## config.mk

```make
export PLATFORM = sky130hd
export DESIGN_NAME = packing_dispatcher
export DESIGN_NICKNAME = d
export VERILOG_FILES = /design/src/rtl/packing_dispatcher_pkg.sv /design/src/rtl/packing_fifo.sv /design/src/rtl/packing_dispatcher.sv
export SDC_FILE = /design/constraint.sdc
export NUM_CORES = 1
export LEC_CHECK = 0
export ABC_AREA = 0
export CELL_PAD_IN_SITES_DETAIL_PLACEMENT = 0
export CELL_PAD_IN_SITES_GLOBAL_PLACEMENT = 2
export CORE_ASPECT_RATIO = 1.1
export CORE_MARGIN = 3
export CORE_UTILIZATION = 40
export CTS_CLUSTER_DIAMETER = 100
export CTS_CLUSTER_SIZE = 25
export DETAILED_ROUTE_END_ITERATION = 7
export PLACE_DENSITY_LB_ADDON = 0.05
export RECOVER_POWER = 25
export SYNTH_ARGS = -nofsm -noshare
export SYNTH_HDL_FRONTEND = slang
export SYNTH_SLANG_ARGS = --single-unit
export TNS_END_PERCENT = 20
```

## constraint.sdc

```tcl
create_clock -name clk -period 8.12 [get_ports clk]
set_input_delay 1.624 -clock clk [delete_from_list [all_inputs] [get_ports clk]]
set_output_delay 1.624 -clock clk [all_outputs]
set_load 0.05 [all_outputs]
```

## src/rtl/packing_dispatcher_pkg.sv

```systemverilog
// Shared line codes, line count and dispatcher FSM states for the packing stage.
// Line code = counter bit index + 1; 0 means no box.
package packing_dispatcher_pkg;

   localparam int NUM_LINES = 5;
   localparam int CODE_W    = 3;

   typedef logic [CODE_W-1:0] code_t;

   localparam code_t LINE_NONE = 3'd0;
   localparam code_t AL_BAJO   = 3'd1;
   localparam code_t POL_BAJO  = 3'd2;
   localparam code_t AC_BAJO   = 3'd3;
   localparam code_t AL_ALTO   = 3'd4;
   localparam code_t AC_ALTO   = 3'd5;

   typedef enum logic [1:0] {
      IDLE    = 2'd0,
      PACK    = 2'd1,
      PRESENT = 2'd2
   } state_t;

   // Line index reached by stepping offs places from base, wrapping past the last line.
   function automatic logic [2:0] rr_index(input logic [2:0] base, input int offs);
      int s;
      s = int'(base) + offs;
      if (s >= NUM_LINES) s = s - NUM_LINES;
      return 3'(s);
   endfunction

endpackage

```

## src/rtl/packing_fifo.sv

```systemverilog
// Small synchronous FIFO holding queued box codes; head word is readable combinationally.
// Zero-latency read of the head; a push into a full FIFO succeeds only alongside a pop.
module packing_fifo #(
   parameter int DEPTH = 4,
   parameter int W     = 3
) (
   input  logic         clk,
   input  logic         reset,
   input  logic         i_push,
   input  logic [W-1:0] i_push_dat,
   input  logic         i_pop,
   output logic [W-1:0] o_pop_dat,
   output logic         o_full,
   output logic         o_empty
);
   localparam int AW = (DEPTH > 1) ? $clog2(DEPTH) : 1;
   localparam int CW = AW + 1;

   logic [W-1:0]  r_mem [DEPTH];
   logic [AW-1:0] r_wr_ptr;
   logic [AW-1:0] r_rd_ptr;
   logic [CW-1:0] r_occ;
   logic          w_do_push;
   logic          w_do_pop;

   assign o_full    = (r_occ == CW'(DEPTH));
   assign o_empty   = (r_occ == '0);
   assign w_do_pop  = i_pop & ~o_empty;
   assign w_do_push = i_push & (~o_full | w_do_pop);
   assign o_pop_dat = r_mem[r_rd_ptr];

   always_ff @(posedge clk) begin
      if (w_do_push) r_mem[r_wr_ptr] <= i_push_dat;
   end

   always_ff @(posedge clk) begin
      if (reset) begin
         r_wr_ptr <= '0;
         r_rd_ptr <= '0;
         r_occ    <= '0;
      end else begin
         if (w_do_push) r_wr_ptr <= r_wr_ptr + 1'b1;
         if (w_do_pop)  r_rd_ptr <= r_rd_ptr + 1'b1;
         if (w_do_push && !w_do_pop)      r_occ <= r_occ + 1'b1;
         else if (w_do_pop && !w_do_push) r_occ <= r_occ - 1'b1;
      end
   end

endmodule

```

## src/rtl/packing_dispatcher.sv

```systemverilog
// Round-robin collector of sock-line package requests feeding one timed packer and a valid/ready box output.
// Request to box_valid is PACK_CYCLES+2 cycles when idle; a held box waits for box_ready, stop freezes packing.
module packing_dispatcher
   import packing_dispatcher_pkg::*;
#(
   parameter int FIFO_DEPTH  = 4,
   parameter int PACK_CYCLES = 12,
   parameter int CNT_W       = 8
) (
   input  logic                 clk,
   input  logic                 reset,
   input  logic [NUM_LINES-1:0] co_req,
   input  logic                 stop,
   input  logic                 box_ready,
   output logic [NUM_LINES-1:0] clr_cnt,
   output logic                 pack_busy,
   output logic                 box_valid,
   output logic [CODE_W-1:0]    box_code,
   output logic                 fifo_full,
   output logic [CNT_W-1:0]     box_count
);
   localparam int TW = (PACK_CYCLES > 1) ? $clog2(PACK_CYCLES) : 1;
   localparam logic [TW-1:0] TLOAD = TW'(PACK_CYCLES - 1);

   logic [NUM_LINES-1:0] r_clr_cnt;
   logic [2:0]           r_rr_ptr;
   state_t               r_state;
   logic [TW-1:0]        r_timer;
   code_t                r_code;
   logic [CNT_W-1:0]     r_count;

   logic [NUM_LINES-1:0] w_elig;
   logic                 w_grant_vld;
   logic [2:0]           w_grant_idx;
   logic                 w_push;
   logic [NUM_LINES-1:0] w_clr_nxt;
   state_t               w_state_nxt;
   logic                 w_pop;
   code_t                w_head;
   logic                 w_fifo_full;
   logic                 w_fifo_empty;
   logic                 w_handshake;

   // A line whose counter is clearing this cycle still shows its stale request.
   assign w_elig = co_req & ~r_clr_cnt;

   always_comb begin
      w_grant_vld = 1'b0;
      w_grant_idx = '0;
      for (int k = 0; k < NUM_LINES; k++) begin
         if (!w_grant_vld && w_elig[rr_index(r_rr_ptr, k)]) begin
            w_grant_vld = 1'b1;
            w_grant_idx = rr_index(r_rr_ptr, k);
         end
      end
   end

   assign w_push = w_grant_vld & ~w_fifo_full;

   always_comb begin
      w_clr_nxt = '0;
      if (w_push) w_clr_nxt[w_grant_idx] = 1'b1;
   end

   packing_fifo #(
      .DEPTH (FIFO_DEPTH),
      .W     (CODE_W)
   ) u_fifo (
      .clk        (clk),
      .reset      (reset),
      .i_push     (w_push),
      .i_push_dat (code_t'(w_grant_idx + 3'd1)),
      .i_pop      (w_pop),
      .o_pop_dat  (w_head),
      .o_full     (w_fifo_full),
      .o_empty    (w_fifo_empty)
   );

   assign w_handshake = (r_state == PRESENT) & box_ready;

   always_comb begin
      w_state_nxt = r_state;
      w_pop       = 1'b0;
      case (r_state)
         IDLE: begin
            if (!w_fifo_empty) begin
               w_pop       = 1'b1;
               w_state_nxt = PACK;
            end
         end
         PACK: begin
            if (!stop && r_timer == '0) w_state_nxt = PRESENT;
         end
         PRESENT: begin
            if (box_ready) w_state_nxt = IDLE;
         end
         default: w_state_nxt = IDLE;
      endcase
   end

   always_ff @(posedge clk) begin
      if (reset) begin
         r_clr_cnt <= '0;
         r_rr_ptr  <= '0;
         r_state   <= IDLE;
         r_timer   <= '0;
         r_code    <= LINE_NONE;
         r_count   <= '0;
      end else begin
         r_clr_cnt <= w_clr_nxt;
         if (w_push) r_rr_ptr <= rr_index(w_grant_idx, 1);
         r_state <= w_state_nxt;
         if (w_pop) begin
            r_code  <= w_head;
            r_timer <= TLOAD;
         end else if (r_state == PACK && !stop && r_timer != '0) begin
            r_timer <= r_timer - 1'b1;
         end
         if (w_handshake && r_count != '1) r_count <= r_count + CNT_W'(1);
      end
   end

   assign clr_cnt   = r_clr_cnt;
   assign pack_busy = (r_state == PACK);
   assign box_valid = (r_state == PRESENT);
   assign box_code  = box_valid ? r_code : LINE_NONE;
   assign fifo_full = w_fifo_full;
   assign box_count = r_count;

endmodule

```

==> deck_impl_summary.md <==
Implementation Results

Critical path
  • CP Class: in -> reg
  • Worst path slowest cell: a41oi_2
  • Critical path startpoint category: input port
  • WP data arrival: 5230 ps
  • Critical path required time: 8340 ps
  • CP max stage delay: 560 ps
  • Worst Path Max Fanout: 13
  • CP top delay family: AND-OR/OR-AND gates
  • CP bufs+invs: 2
  • Critical Path Sink Type: flop
  • Crit path depth: 13
  • Depth of the most critical reg-to-reg path: 14
  • Critical Path, Cell by Cell: clkdlybuf4s50_1, nor2b_1, mux4_2, mux2i_1, o21ai_2, nor4b_4, a41oi_2, ha_1, inv_1, fa_1, xor2_1, or3_1, a21oi_1

Clocking
  • Clk latency late pin: 300 ps
  • Post_cts resized: 0
  • CTS tree: built
  • Clk buf depth: 2
  • Cell at the root of the clock tree: clkbuf_8
  • TritonCTS Buffers: 5
  • Clock sink count: 44
  • Post-CTS Hold Fix Bufs: 0
  • H-Tree Depth: 2
  • Postcts setup bufs: 0
  • Clk slew on worst S/H paths: 90 ps

Placement
  • # port buffers: 27
  • Post-DP HPWL: 5.37 mm
  • Placed Cells incl. Taps: 415
  • GPL Wtd Cong: 0.805

STA
  • Fmax: 200 MHz
  • Setup violations, final: 0
  • Final Hold Viols: 0
  • Cycle use final: 61.7%
  • Min Tclk post-route: 5010 ps
  • Slew margin rel.: 23.8%
  • Final Max Tran Viols: 0
  • RSZ-0062 raised after global routing: no
  • Skew final: 11.0 ps
  • Slew @ Worst Pin: 1140 ps
  • Post-route setup TNS: 0 ps

Yosys
  • Synth mux share: 8.30%
  • Synthesized area: 3050 um^2
  • Post-synth regs: 44
  • Main flop type: dfxtp_1
  • Xor/xnor share: 5.46%
  • Largest cells by area after synthesis: dfxtp_1, edfxtp_1, ha_1
  • Top logic family: simple AND/OR/NAND/NOR gates
  • Post-Syn Nets: 344
  • Number of enable flip-flop cells: 12
  • Post-synth seq share: 32.9%
  • Ys async rst share: 0%
  • Synth Area in Simple Gates: 21.4%
  • Synthesis area per yosys: 3050 um^2
  • Post-synth top area cell: dfxtp_1
  • Ao+oa area frac: 18.6%
  • Adder Share, Synth: 8.30%
  • Yosys cell types: 69
  • Max-area cell share: 21.0%
  • Synth warnings: 0
  • Ys cells: 316
  • Cell count after synthesis: 316
  • Avg Cell Area, Syn: 9.64 um^2

Flow run
  • Max cap viols: 0
  • Log Warnings: 34

Status
  • Status: complete, no violations

Pwr
  • Leak: 1.31 nW
  • Peak VDD IR: 0.000220 V
  • Pwr Density: 422 nW/um^2

Floorplan
  • Die Span Y: 97.5 um
  • Chip width: 89.2 um
  • # IOs: 28
  • Std cell rows: 32
  • DIE AREA: 8700 um^2
  • Fp util: 42.3%
  • Core area: 7210 um^2

Routing
  • Antenna viol nets, final: 0
  • Drt pass-1 iters: 4
  • Drt initial violations: 52
  • Vias per cell: 5.58
  • # DRC: 0

Final layout
  • Share of layout cells above drive strength 1: 10.9%
  • Most numerous logic cell after layout: dfxtp_1
  • Layout Nets: 365
  • Cell Count, Final, Fillers Out: 423
  • Synth-to-layout area growth: 13.9%
  • Most frequent logic cells in the routed design: dfxtp_1, nor2_1, clkdlybuf4s50_1
  • Diodes inserted: 0
  • Fill count: 728

Global routing
  • First-pass GRT wire length: 12.0 mm
  • Grt total ovfl: 0
  • Initial antenna violation count: 0
  • Largest net degree at the start of global routing: 31
  • Number of global-route vias before repair: 2369

Min path
  • Hold Path Depth: 2
  • Hold Path Class: reg -> reg
cell usage after synthesis (all sizes together) (2+ instances only):
cell type and instances:
a31oi 3, o2bb2ai 2, o21ai 13, edfxtp 12, ha 17, o211a 4
nand4 4, fa 2, nand2 16, nand2b 6, nor3b 2, xor2 8
and2 8, nor4b 2, xnor2 11, o31ai 2, o21a 4, a21oi 18
and4b 2, inv 21, nor4 5, buf 9, or4 4, nand3 7
o32ai 2, mux2i 9, a2111oi 5, a32oi 2, and3b 2, o211ai 3
mux4 6, nor3 6, nor2 26, or2 4, clkbuf 5, or3 7
a211oi 3, dfxtp 32, nor2b 8
layer usage:
layer  wire length (um)  vias to the layer above  track usage, %
li1                   -                     1191               -
met1               3250                     1138            23.2
met2               3630                       25            29.3
met3                106                        7            2.21
met4                 85                        0            3.89
met5                  0                        -               0
area by class of cell:
class                      instances  area (um^2)  area share (%)
timing repair buffer              28          278            8.01
multi-input combinational        236         1890            54.5
tap                               85          106            3.07
inverter                          22         82.6            2.38
sequential                        44         1000            28.8
clock buffer                       5         68.8            1.98
clock inverter                     3         42.5            1.23
where the power goes:
part | internal (mW) | switching [mW] | total (mW)
clock | 0.0911 | 0.0740 | 0.165
combinational | 0.374 | 0.542 | 0.916
sequential | 0.338 | 0.0458 | 0.384
state kept, by name, summed over array words and instances, names as in the netlist:
name / count
r_rr_ptr: 3
r_timer: 4
u_fifo.r_rd_ptr: 2
u_fifo.r_wr_ptr: 2
r_code: 3
u_fifo.r_occ: 3
box_count: 8
r_state: 2
u_fifo.r_mem: 12
clr_cnt: 5
tightest hold or removal path, stage by stage (launching register included):
cell and delay (ps):
dfxtp_1 320, nand2_1 50, a21oi_1 50
through the flow:
stage               setup WS, ps  power [mW]  instance area, um^2  hold slack, ps  utilization (%)
global placement            2880        1.31                 3360             453             46.6
global route                2840        1.59                 3470             486             48.1
finish                      3110        1.47                 3470             461             48.1
floorplan                   3650        1.11                 3050             432                -
CTS                         3090        1.48                 3470             463             48.1
detailed placement          2780        1.31                 3360             449             46.6
final timing paths:
kind | from | end | slack [ps]
max reg2reg | r_rr_ptr[1] | u_fifo.r_occ[2] | 3220
max | co_req[1] | u_fifo.r_occ[2] | 3110
min reg2reg | r_code[0] | r_code[0] | 460
min | r_code[0] | r_code[0] | 460
logic make-up (layout without fill, tap and decap cells):
logic type | after synthesis | after routing
AND-OR/OR-AND | 69 | 69
flip-flops | 44 | 44
multiplexers | 16 | 16
AND/OR/NAND/NOR | 113 | 113
adder cells (fa/ha/maj) | 19 | 19
buffers and inverters | 36 | 58
XOR/XNOR | 19 | 19
**Wiring by layer**

Bar = 20 um.
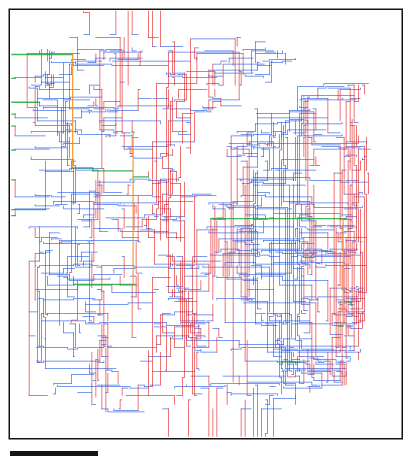
legend:
  metal 2:
    colour: red
    wire_length: 3630 um
  metal 1:
    colour: blue
    wire_length: 3250 um
  metal 3:
    colour: green
    wire_length: 107 um
  metal 4:
    colour: orange
    wire_length: 85.0 um
wire per inst: 16.7 um
GRT Resource Usage Total: 17.3%
final WL: 7.08 mm
vias: 2361

**Cell classes on the final placement**

Bar = 20 um. Fill, decap, tap and diode cells in grey.
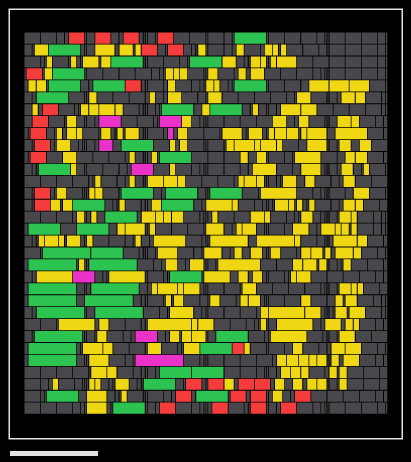
legend:
  clock drivers and dummy loads:
    colour: magenta
    cells: 8
    share_of_their_area: 3.3%
  remaining buffers and delay cells:
    colour: red
    cells: 28
    share_of_their_area: 8.3%
  combinational and other logic:
    colour: yellow
    cells: 258
    share_of_their_area: 59%
  sequential cells:
    colour: green
    cells: 44
    share_of_their_area: 30%

Power figures rest on the tool's default switching activity, not on a simulated workload.
